--- config.mk ---
export PLATFORM = sky130hd
export DESIGN_NAME = receive_flat
export DESIGN_NICKNAME = d
export VERILOG_FILES = /design/src/rtl/receive_pkg.sv /design/src/rtl/receive_if.sv /design/src/rtl/receive_sync_2ff.sv /design/src/rtl/receive.sv /design/src/flat_wrapper.sv
export SDC_FILE = /design/constraint.sdc
export NUM_CORES = 1
export LEC_CHECK = 0
export CAP_MARGIN = 5
export CORE_MARGIN = 5
export CORE_UTILIZATION = 45
export CTS_CLUSTER_DIAMETER = 60
export CTS_CLUSTER_SIZE = 10
export DETAILED_ROUTE_END_ITERATION = 6
export PLACE_DENSITY = 0.65
export SLEW_MARGIN = 20
export SYNTH_ARGS = -nofsm -noshare
export SYNTH_HDL_FRONTEND = slang
export SYNTH_SLANG_ARGS = --single-unit
export TNS_END_PERCENT = 20
--- constraint.sdc ---
create_clock -name CLK -period 1.75 [get_ports CLK]
set_input_delay 0.35 -clock CLK [delete_from_list [all_inputs] [get_ports CLK]]
set_output_delay 0.35 -clock CLK [all_outputs]
set_load 0.02 [all_outputs]
--- src/rtl/receive_pkg.sv ---
// Shared types for the UART receive path: RX FSM states and the byte type.
// The PARITY state is only reached when RECEIVE_PARITY_EN is defined.
package receive_pkg;
   typedef enum logic [2:0] {IDLE, START, DATA, PARITY, STOP} RX_STATE_TYPE;
   typedef logic [7:0] UART_BYTE_TYPE;

   // Even parity: the parity bit makes the total count of ones even.
   function automatic logic even_par(input UART_BYTE_TYPE b);
      return ^b;
   endfunction
endpackage

--- src/rtl/receive_if.sv ---
// Serial pin plus received-byte/status bundle of the UART receiver.
interface receive_if;
   import receive_pkg::*;
   logic          UART_RX;
   UART_BYTE_TYPE data;
   logic          valid;
   logic          busy;
   logic          frame_err;
   logic          parity_err;

   modport slave  (input UART_RX, output data, valid, busy, frame_err, parity_err);
   modport master (output UART_RX, input data, valid, busy, frame_err, parity_err);
endinterface

--- src/rtl/receive_sync_2ff.sv ---
// Two-flop synchronizer for an asynchronous input pin; reset value is a parameter.
module sync_2ff #(
   parameter logic RST_VAL = 1'b1
) (
   input  logic clk,
   input  logic rst,
   input  logic d,
   output logic q
);
   logic meta;

   always_ff @(posedge clk or posedge rst) begin
      if (rst) begin
         meta <= RST_VAL;
         q    <= RST_VAL;
      end else begin
         meta <= d;
         q    <= meta;
      end
   end
endmodule

--- src/rtl/receive.sv ---
// UART receiver, 8N1 by default; define RECEIVE_PARITY_EN for 8E1 framing
// (even parity bit between data and stop, parity_err active).
module receive
   import receive_pkg::*;
#(
   parameter int WTIME = 868
) (
   input  logic    CLK,
   input  logic    RESET,
   receive_if.slave rx
);
   localparam int CW = $clog2(WTIME);
   localparam logic [CW-1:0] HALF = CW'(WTIME / 2);
   localparam logic [CW-1:0] LAST = CW'(WTIME - 1);

   RX_STATE_TYPE  state;
   logic [CW-1:0] cnt;
   logic [2:0]    bit_cnt;
   UART_BYTE_TYPE shreg;
   UART_BYTE_TYPE data_q;
   logic          rx_s, rx_d, fall, tick;
   logic          valid_q, ferr_q, par_bad;

   sync_2ff #(.RST_VAL(1'b1)) u_sync (.clk(CLK), .rst(RESET), .d(rx.UART_RX), .q(rx_s));

   always_ff @(posedge CLK or posedge RESET) begin
      if (RESET) rx_d <= 1'b1;
      else       rx_d <= rx_s;
   end

   assign fall = rx_d & ~rx_s;
   // Start is checked half a bit in; every later sample is one full bit apart.
   assign tick = (state == START) ? (cnt == HALF) : (cnt == LAST);

`ifdef RECEIVE_PARITY_EN
   logic perr_q;
   assign rx.parity_err = perr_q;
`else
   assign par_bad       = 1'b0;
   assign rx.parity_err = 1'b0;
`endif

   always_ff @(posedge CLK or posedge RESET) begin
      if (RESET) begin
         state   <= IDLE;
         cnt     <= '0;
         bit_cnt <= '0;
         shreg   <= '0;
         data_q  <= '0;
         valid_q <= 1'b0;
         ferr_q  <= 1'b0;
`ifdef RECEIVE_PARITY_EN
         par_bad <= 1'b0;
         perr_q  <= 1'b0;
`endif
      end else begin
         valid_q <= 1'b0;
         ferr_q  <= 1'b0;
`ifdef RECEIVE_PARITY_EN
         perr_q  <= 1'b0;
`endif
         cnt <= tick ? '0 : cnt + 1'b1;
         case (state)
            IDLE: begin
               cnt <= '0;
               if (fall) begin
                  state   <= START;
                  bit_cnt <= '0;
`ifdef RECEIVE_PARITY_EN
                  par_bad <= 1'b0;
`endif
               end
            end
            START: if (tick) state <= rx_s ? IDLE : DATA;
            DATA: if (tick) begin
               shreg   <= {rx_s, shreg[7:1]};
               bit_cnt <= bit_cnt + 3'd1;
`ifdef RECEIVE_PARITY_EN
               if (bit_cnt == 3'd7) state <= PARITY;
`else
               if (bit_cnt == 3'd7) state <= STOP;
`endif
            end
`ifdef RECEIVE_PARITY_EN
            PARITY: if (tick) begin
               par_bad <= rx_s ^ even_par(shreg);
               state   <= STOP;
            end
`endif
            STOP: if (tick) begin
               state <= IDLE;
               if (rx_s && !par_bad) data_q <= shreg;
               valid_q <= rx_s & ~par_bad;
               ferr_q  <= ~rx_s;
`ifdef RECEIVE_PARITY_EN
               perr_q  <= par_bad;
`endif
            end
            default: state <= IDLE;
         endcase
      end
   end

   assign rx.data      = data_q;
   assign rx.valid     = valid_q;
   assign rx.frame_err = ferr_q;
   assign rx.busy      = (state != IDLE);
endmodule

--- src/flat_wrapper.sv ---
// flat-port wrapper written by rule: the top's interface ports become plain ports
module receive_flat import receive_pkg::*;
#(
   parameter int WTIME = 868
)
  (CLK, RESET, rx_UART_RX, rx_data, rx_valid, rx_busy, rx_frame_err, rx_parity_err);
  receive_if rx_i ();
  input  logic CLK;
  input  logic RESET;
  input wire logic [$bits(rx_i.UART_RX)-1:0] rx_UART_RX;
  output wire logic [$bits(rx_i.data)-1:0] rx_data;
  output wire logic [$bits(rx_i.valid)-1:0] rx_valid;
  output wire logic [$bits(rx_i.busy)-1:0] rx_busy;
  output wire logic [$bits(rx_i.frame_err)-1:0] rx_frame_err;
  output wire logic [$bits(rx_i.parity_err)-1:0] rx_parity_err;
  assign rx_i.UART_RX = rx_UART_RX;
  assign rx_data = rx_i.data;
  assign rx_valid = rx_i.valid;
  assign rx_busy = rx_i.busy;
  assign rx_frame_err = rx_i.frame_err;
  assign rx_parity_err = rx_i.parity_err;
  receive #(.WTIME(WTIME)) u_core (.CLK(CLK), .RESET(RESET), .rx(rx_i));
endmodule
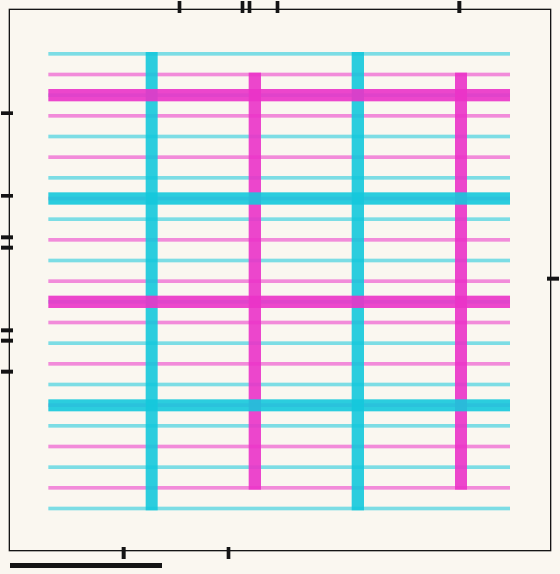
*PDN straps and rails, run 1*
The bar under the picture is 20 µm long. Pins as bars on the die edge.
net	colour
VDD	magenta
VSS	cyan
met4 straps	4
met5 straps	4
rows	22
met1 rails	23
signal pins	15
Worst IR Drop VDD: 0.000574 V
Horiz. Die Dim: 71.0 µm
core area: 3630 µm²

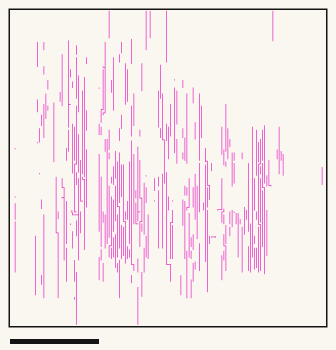
*The metal 2 layer, run 1*
The bar under the picture is 20 µm long.
nets with wire on the layer	151
wire length on this layer	1750 µm
share of all routed wire	52%
Routed WL: 3.35 mm
via count: 1129
met2 Use GR: 25.3%

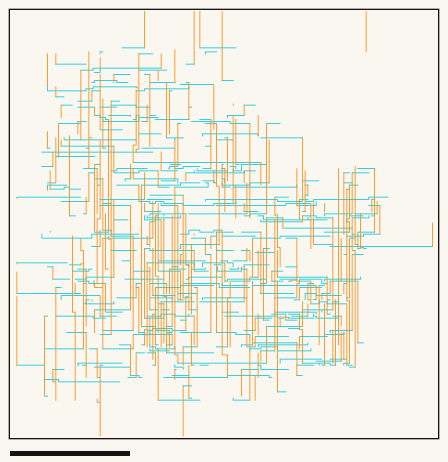
*Signal wires by layer, run 1*
The bar under the picture is 20 µm long. Two of the layers only.
layer	colour	wire length
met2	orange	1750 µm
met1	cyan	1420 µm
total track usage: 14.6%
drt wl/cell: 15.5 µm

==> results.toml, run 1 <==
# synthesis and place-and-route metrics
[worst_setup_path]
cp_num_buf_inv = 0
crit_cells = 4
critical_path.cell_chain = "and4bb_2, nand4_4, nor2_4, mux2_2"
crit_family = "simple AND/OR/NAND/NOR gates"
cp_max_fo = 9
crit_required_ns = 1.92
critPathKind = "reg -> reg"

[run]
warning_count = 26
drv_cap = 0

[pwr]
p_seq_share_pct = 48.6
switching_share_pct = 26.5

[die]
rows = 22
chipArea_um2 = 5050

[run_status]
status = "complete, no violations"

[place]
place_congestion = 0.816
place_hpwl_mm = 2.42
port_buffers = 13
dpl_cell_area_um2 = 1930

[min_path]
hp-start = "u_core.u_sync.meta$_DFF_PP1_"
holdCritPathClass = "reg -> reg"

[clocking]
clk_latency_ns = 0.28
clk_pin_slew_worst_paths_ns = 0.07
cts.hold.buffers_added = 0

[sta]
clock.fmax_mhz = 599
worst_hold_slack_ns = 0.359
finalSetupViolations = 0
post-route-period-util_pct = 95.4

[synthesis]
yosysUniqueCellTypes = 32
syn_avg_cell_area_um2 = 12.1
synthAdderAreaFrac_pct = 2.24
synthTopCellsByCount = "dfrtp_1 (34), mux2_2 (16), nand2_1 (12), nor3_1 (12), nor2_1 (7)"
edf_count = 0
synth_top_area_share_pct = 50.7
ys_seq_share_pct = 55.4
synthCells = 139
yosys_warnings = 0
ff_type = "dfrtp_1"

[global_routing]
grt_max_degree = 27

[route]
viasPerCell = 5.23

[cells_and_area]
drive_above_1_share_pct = 29.2
## run 1: how the worst min path moves through the flow
| stage | end | slack [ns] | cells past startpoint |
|---|---|---|---|
| floorplan | u_core.u_sync.q$_DFF_PP1_ | 0.35 | 0 |
| finish | u_core.u_sync.q$_DFF_PP1_ | 0.36 | 0 |
| global placement | u_core.u_sync.q$_DFF_PP1_ | 0.35 | 0 |
| detailed placement | u_core.u_sync.q$_DFF_PP1_ | 0.35 | 0 |
| global route | u_core.u_sync.q$_DFF_PP1_ | 0.37 | 0 |
| CTS | u_core.u_sync.q$_DFF_PP1_ | 0.36 | 0 |
## run 1: layout make-up
type / count / area (µm²)
Fill cell: 316 / 1570
Clock inverter: 2 / 38.8
Clock buffer: 6 / 72.6
Sequential cell: 37 / 930
Multi-Input combinational cell: 90 / 691
Tap cell: 48 / 60.1
Timing Repair Buffer: 27 / 246
Inverter: 6 / 22.5
## run 1: kinds of logic after synthesis
logic type,Yosys count
DFF,37
other,1
and+or+nand+nor,52
adders and majority gates,3
xor gates and xnor gates,8
muxes,19
AOI/OAI and AO/OA,7
buffers and inverters,12
## run 1: layer usage
layer | track usage (%) | share of wire [%] | vias up
met5 | 0 | 0 | -
met4 | 6.68 | 2.2 | 0
met3 | 4.83 | 3.1 | 8
met2 | 25.3 | 52 | 20
met1 | 16.1 | 42 | 560
li1 | - | - | 541
## run 1: through the flow
step	utilization [%]	worst slack, ns
after floorplan	-	0.134
after detailed placement	53.0	0.0518
after CTS	56.0	0.0283
final	56.7	0.0809
after global routing	56.7	0.0101
after global placement	53.0	0.110
## run 1: power by group through the flow
stage	registers [mW]	logic (mW)	clock network, mW
6_report	1.03	0.365	0.719
5_1_grt	1.04	0.401	0.792
4_1_cts	1.02	0.370	0.741
3_5_place_dp	1.04	0.365	0
3_3_place_gp	1.04	0.348	0
2_1_floorplan	1.03	0.228	0
## run 1: placed cells by master, fill, tap and decap left out, types with 2 or more instances in the layout
master | synthesis | final
dfrtp_1 | 34 | 34
mux2_2 | 16 | 16
buf_4 | 2 | 13
nand2_1 | 12 | 12
clkdlybuf4s50_1 | 0 | 12
nor3_1 | 12 | 11
nor2_1 | 7 | 7
nand3_1 | 6 | 6
inv_1 | 6 | 6
xnor2_1 | 6 | 6
clkbuf_8 | 0 | 5
and4bb_2 | 3 | 3
mux2i_1 | 3 | 3
nand3b_1 | 3 | 3
ha_1 | 3 | 3
dfstp_2 | 3 | 3
nor2_4 | 2 | 2
xor2_1 | 2 | 2
nor3b_1 | 2 | 2
a2111oi_0 | 2 | 2
## run 1: registers in the layout, indices dropped and copies added (netlist names)
name	flops
u_core.bit_cnt	3
u_core.cnt	10
u_core.u_sync.q	1
u_core.u_sync.meta	1
u_core.rx.valid	1
u_core.rx.data	8
u_core.shreg	8
u_core.rx.frame_err	1
u_core.rx_d	1
u_core.state	3
## run 1: what timing repair did
item                                    CTS  global route
pin swaps                                 0             2
endpoints found under the setup margin    1            10
setup buffers                             0             1
resized                                   1             1
==> run 1 -> run 2 <==
--- a/config.mk
+++ b/config.mk
@@ -15,5 +15,6 @@
 export SLEW_MARGIN = 20
 export SYNTH_ARGS = -nofsm -noshare
 export SYNTH_HDL_FRONTEND = slang
+export SYNTH_HIERARCHICAL = 1
 export SYNTH_SLANG_ARGS = --single-unit
 export TNS_END_PERCENT = 20
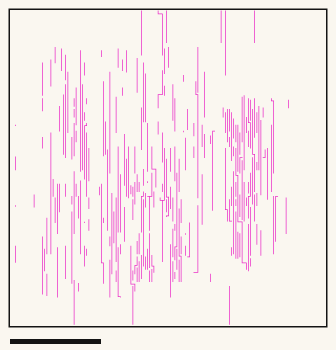
*The metal 2 layer, run 2*
The bar under the picture is 20 µm long.
longest straight run	26.5 µm
main direction	vertical
share of all routed wire	53%

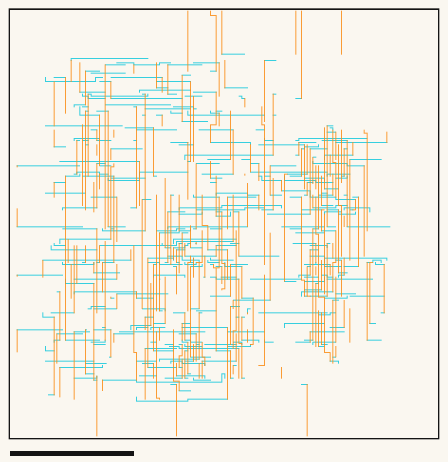
*Signal wires by layer, run 2*
The bar under the picture is 20 µm long. Two of the layers only.
layer	colour	wire length
met1	cyan	1290 µm
met2	orange	1660 µm

==> run 2 against run 1 <==
Compared with the run above:
- the flow now finishes with violations (negative setup slack)
- sequential share of layout area down 0.43 points
- area after synthesis decreased by 5.9%
- first-iteration DRC count up 11%
- synthesized cell count decreased by 12%
- cell count is 1.9% lower
- non-clock buffer count up 12
==> results.toml, run 2 <==
# synthesis and place-and-route metrics
[worst_setup_path]
critPathKind = "reg -> reg"
crit_required_ns = 1.98

[synthesis]
ff_type = "dfrtp_1"
yosysUniqueCellTypes = 36
yosys_warnings = 6
edf_count = 0
ys_seq_share_pct = 58.9
synthTopCellsByCount = "dfrtp_1 (34), mux2_2 (16), nor2_1 (13), xor2_1 (6)"
synth_top_area_share_pct = 53.9
syn_avg_cell_area_um2 = 12.8
synthCells = 123

[cells_and_area]
layout_top_cells = "dfrtp_1 (34), buf_4 (24), nor2_1 (13)"
largest_reg_flops = 10
largest-register = "u_core/cnt"
fillers = 300
drive_above_1_share_pct = 38.0
lay_top_count = "dfrtp_1"

[die]
rows = 21
coreArea_um2 = 3360
die_x_um = 69.2

[run]
warning_count = 29
drv_cap = 0

[global_routing]
grt_max_degree = 26
globalRouteTotalUtil_pct = 14.5

[route]
detail_route.wl_per_cell_um = 14.7
route.met3.wl_um = 88
top_layer_used = "met4"
wl_met2_mm = 1.66
met1Wirelength_mm = 1.29

[pwr]
p_seq_share_pct = 52.8
switching_share_pct = 26.6

[sta]
clock.fmax_mhz = 477
post-route-period-util_pct = 120
fin_ws_ns = -0.345
finalSetupViolations = 32

[min_path]
holdCritPathClass = "in -> async"

[run_status]
violations = "negative setup slack"
status = "complete, but fails checks"

[clocking]
clk_latency_ns = 0.34
clk_pin_slew_worst_paths_ns = 0.11

[place]
place_congestion = 0.842
dpl_cell_area_um2 = 1930
run 2: logic make-up (layout without fill, tap and decap cells):
kind of cell / Yosys count / count (layout) / synth area share, %
other: 1 / 1 / 0.238
DFF: 37 / 37 / 58.9
AOI/OAI and AO/OA: 6 / 6 / 2.62
adders and majority gates: 3 / 3 / 2.38
xor gates and xnor gates: 8 / 8 / 4.44
muxes: 17 / 17 / 12.1
and+or+nand+nor: 45 / 45 / 17.2
buffers and inverters: 6 / 49 / 2.14
run 2: per-layer routing:
layer  vias up  GRT usage (%)
li1        515              -
met1       548           16.7
met2        15           24.5
met3         8           3.48
met4         0           8.03
met5         -              0
run 2: stage by stage:
stage / total power [mW] / hold slack, ns / worst slack, ns / util [%] / instances
3_3_place_gp: 1.31 / 0.350 / -0.263 / 57.3 / 201
3_5_place_dp: 1.33 / 0.350 / -0.332 / 57.3 / 201
4_1_cts: 1.84 / 0.337 / -0.356 / 61.1 / 210
5_1_grt: 1.93 / 0.367 / -0.429 / 61.9 / 212
6_report: 1.82 / 0.336 / -0.345 / 61.9 / 212
2_1_floorplan: 1.15 / 0.262 / -0.555 / - / 123
run 2: repair_timing:
| item | in CTS | in global routing |
|---|---|---|
| hold buffers | 0 | 0 |
| setup endpoints to repair | 30 | 32 |
| hold endpoints to repair | 0 | 0 |
| pin swaps | 1 | 1 |
| resized | 18 | 3 |
| buffers inserted | 1 | 2 |
run 2: path summary, 6_finish.rpt:
check                                             startpoint                             to  slack [ns]
worst max-delay path             u_core/state[1]$_DFFE_PP0P_  u_core/rx.data[3]$_DFFE_PP0P_       -0.35
worst min-delay path                                   RESET  u_core/bit_cnt[0]$_DFFE_PP0P_        0.34
worst max register to register   u_core/state[1]$_DFFE_PP0P_  u_core/rx.data[3]$_DFFE_PP0P_       -0.35
worst min register to register  u_core/u_sync/meta$_DFF_PP1_      u_core/u_sync/q$_DFF_PP1_        0.37
max in group asynchronous                              RESET        u_core/cnt[6]$_DFF_PP0_        1.09
min in group CLK                u_core/u_sync/meta$_DFF_PP1_      u_core/u_sync/q$_DFF_PP1_        0.37
run 2: power by group through the flow:
stage	clock (mW)	combinational [mW]	sequential, mW
global route	0.562	0.393	0.973
floorplan	0	0.147	0.998
global placement	0	0.340	0.974
detailed placement	0	0.354	0.980
CTS	0.518	0.360	0.964
finish	0.502	0.357	0.963
run 2: layout make-up:
cell class	instances	area share, %
Clock buffer	7	3.13
Clock inverter	1	0.241
Inverter	2	0.361
Multi-Input combinational cell	80	32.7
Sequential cell	37	44.7
Tap cell	46	2.77
Timing Repair Buffer	39	16.2
run 2: critical path, cell delays in order, from the launching register on:
cell     delay [ns]
dfrtp_1        0.39
or3b_4         0.41
mux2i_1        0.14
or2_1          0.28
nor4b_4        0.25
buf_4          0.19
mux2_2         0.33
==> run 2 -> run 3 <==
--- a/config.mk
+++ b/config.mk
@@ -12,6 +12,8 @@
 export CTS_CLUSTER_SIZE = 10
 export DETAILED_ROUTE_END_ITERATION = 6
 export PLACE_DENSITY = 0.65
+export RECOVER_POWER = 100
+export SETUP_SLACK_MARGIN = 0.3
 export SLEW_MARGIN = 20
 export SYNTH_ARGS = -nofsm -noshare
 export SYNTH_HDL_FRONTEND = slang
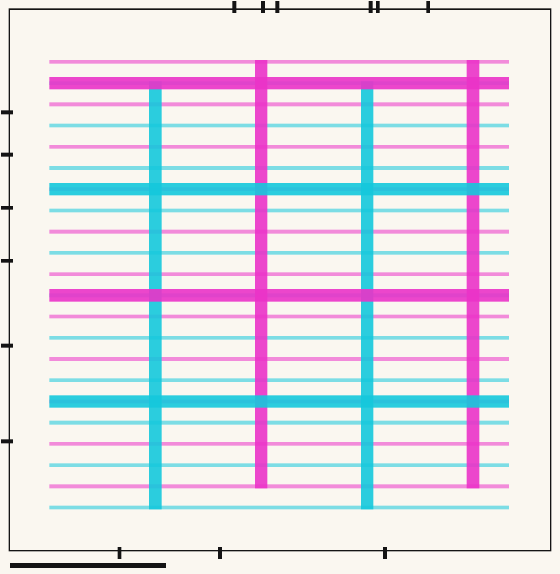
*PDN straps and rails, run 3*
The bar under the picture is 20 µm long. Pins as bars on the die edge.
net	colour
VSS	cyan
VDD	magenta
met5 straps	4
met1 rails	22
DIE HEIGHT: 69.2 µm
Horiz. Die Dim: 69.2 µm
Worst IR Drop VDD: 0.000513 V

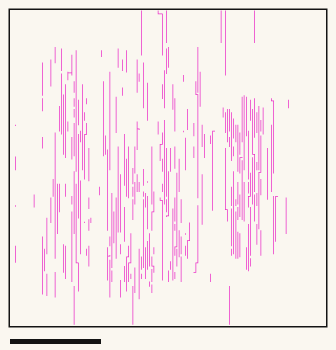
*The metal 2 layer, run 3*
The bar under the picture is 20 µm long.
share of all routed wire	53%
wire length on this layer	1630 µm
longest straight run	27.5 µm
main direction	vertical
met2 Use GR: 24.5%
Routed WL: 3.09 mm

==> run 3 against run 2 <==
Compared with the run above:
- the flow still finishes with violations (negative setup slack)
- synthesized cell count stayed put
- clock-buffer cell count stayed put
- wire length is 0.61% lower
- combinational power is 1% lower
- area after synthesis stayed put
- worst hold slack better by 0.037 ns
==> results.toml, run 3 <==
# synthesis and place-and-route metrics
[place]
dpl_cell_area_um2 = 1930

[synthesis]
edf_count = 0
synthTopCellsByCount = "dfrtp_1 (34), mux2_2 (16), nor2_1 (13), xor2_1 (6)"
ys_seq_share_pct = 58.9
syn_avg_cell_area_um2 = 12.8
synth_top_area_share_pct = 53.9

[run_status]
status = "complete, but fails checks"
violations = "negative setup slack"

[worst_setup_path]
critPathKind = "reg -> reg"
crit_required_ns = 1.98
cp_slowest_stage_delay_ns = 0.41
crit_family = "simple AND/OR/NAND/NOR gates"
r2r-end = "u_core/rx.data[3]$_DFFE_PP0P_"
crit_start = "u_core/state[1]$_DFFE_PP0P_"

[global_routing]
grt_max_degree = 26

[clocking]
clk_latency_ns = 0.34
cts.hold.buffers_added = 0

[sta]
clock.fmax_mhz = 479
finalSetupViolations = 32
worst_hold_slack_ns = 0.373
fin_ws_ns = -0.340

[die]
rows = 21

[cells_and_area]
lay_top_count = "dfrtp_1"
layout_top_cells = "dfrtp_1 (34), buf_4 (21), nor2_1 (13)"

[run]
warning_count = 29
==> run 3: cell counts after synthesis <==
No cell type changed its count.
==> run 3: power groups by stage <==
stage	clock network, mW	registers (mW)	logic, mW
2_1_floorplan	0	0.998	0.147
3_3_place_gp	0	0.974	0.340
3_5_place_dp	0	0.980	0.354
4_1_cts	0.518	0.964	0.360
5_1_grt	0.562	0.972	0.389
6_report	0.502	0.962	0.353
==> run 3: layer usage <==
layer	GRT usage, %	up-vias	share of wire, %	wire length [µm]
met5	0	-	0	0
met4	8.03	0	2.3	72
met3	3.48	8	2.6	81
met2	24.5	13	53	1630
met1	16.7	555	42	1310
li1	-	515	-	-
==> run 3: repair_timing <==
item                                    in CTS  in global routing
pin swaps                                    4                  0
buffers inserted                             1                  2
cloned                                       0                  0
endpoints found under the setup margin      45                 40
gates resized                               30                  8
==> run 3: final cells by class <==
type	instances	area (µm²)
Sequential cell	37	930
Clock inverter	1	5.00
Tap cell	46	57.6
Inverter	2	7.51
Clock buffer	7	65.1
Fill cell	309	1290
Timing Repair Buffer	39	328
Multi-Input combinational cell	80	682
==> run 3: per-stage QoR <==
stage	TNS (ns)	cells	setup slack [ns]	util, %	power (mW)
floorplan	-7.11	123	-0.555	-	1.15
global placement	-3.86	201	-0.263	57.3	1.31
detailed placement	-4.64	201	-0.332	57.3	1.33
CTS	-3.97	210	-0.356	60.8	1.84
global route	-7.86	212	-0.423	61.7	1.92
finish	-5.20	212	-0.340	61.7	1.82
==> run 3: worst min path at each step <==
stage | from | endpoint | slack (ns) | cells after the start
after floorplan | RESET | u_core/u_sync/meta$_DFF_PP1_ | 0.26 | 1
after global placement | u_core/u_sync/meta$_DFF_PP1_ | u_core/u_sync/q$_DFF_PP1_ | 0.35 | 0
after detailed placement | u_core/u_sync/meta$_DFF_PP1_ | u_core/u_sync/q$_DFF_PP1_ | 0.35 | 0
after CTS | RESET | u_core/bit_cnt[0]$_DFFE_PP0P_ | 0.34 | 3
after global routing | u_core/u_sync/meta$_DFF_PP1_ | u_core/u_sync/q$_DFF_PP1_ | 0.38 | 0
final | u_core/u_sync/meta$_DFF_PP1_ | u_core/u_sync/q$_DFF_PP1_ | 0.37 | 0
==> run 3: cell families (layout without fill, tap and decap cells) <==
family,Yosys count,count (layout),synth area share [%]
and+or+nand+nor,45,45,17.2
DFF,37,37,58.9
muxes,17,17,12.1
xor gates and xnor gates,8,8,4.44
buffers and inverters,6,49,2.14
AOI/OAI and AO/OA,6,6,2.62
adders and majority gates,3,3,2.38
other,1,1,0.238
Power figures rest on the tool's default switching activity, not on a simulated workload.
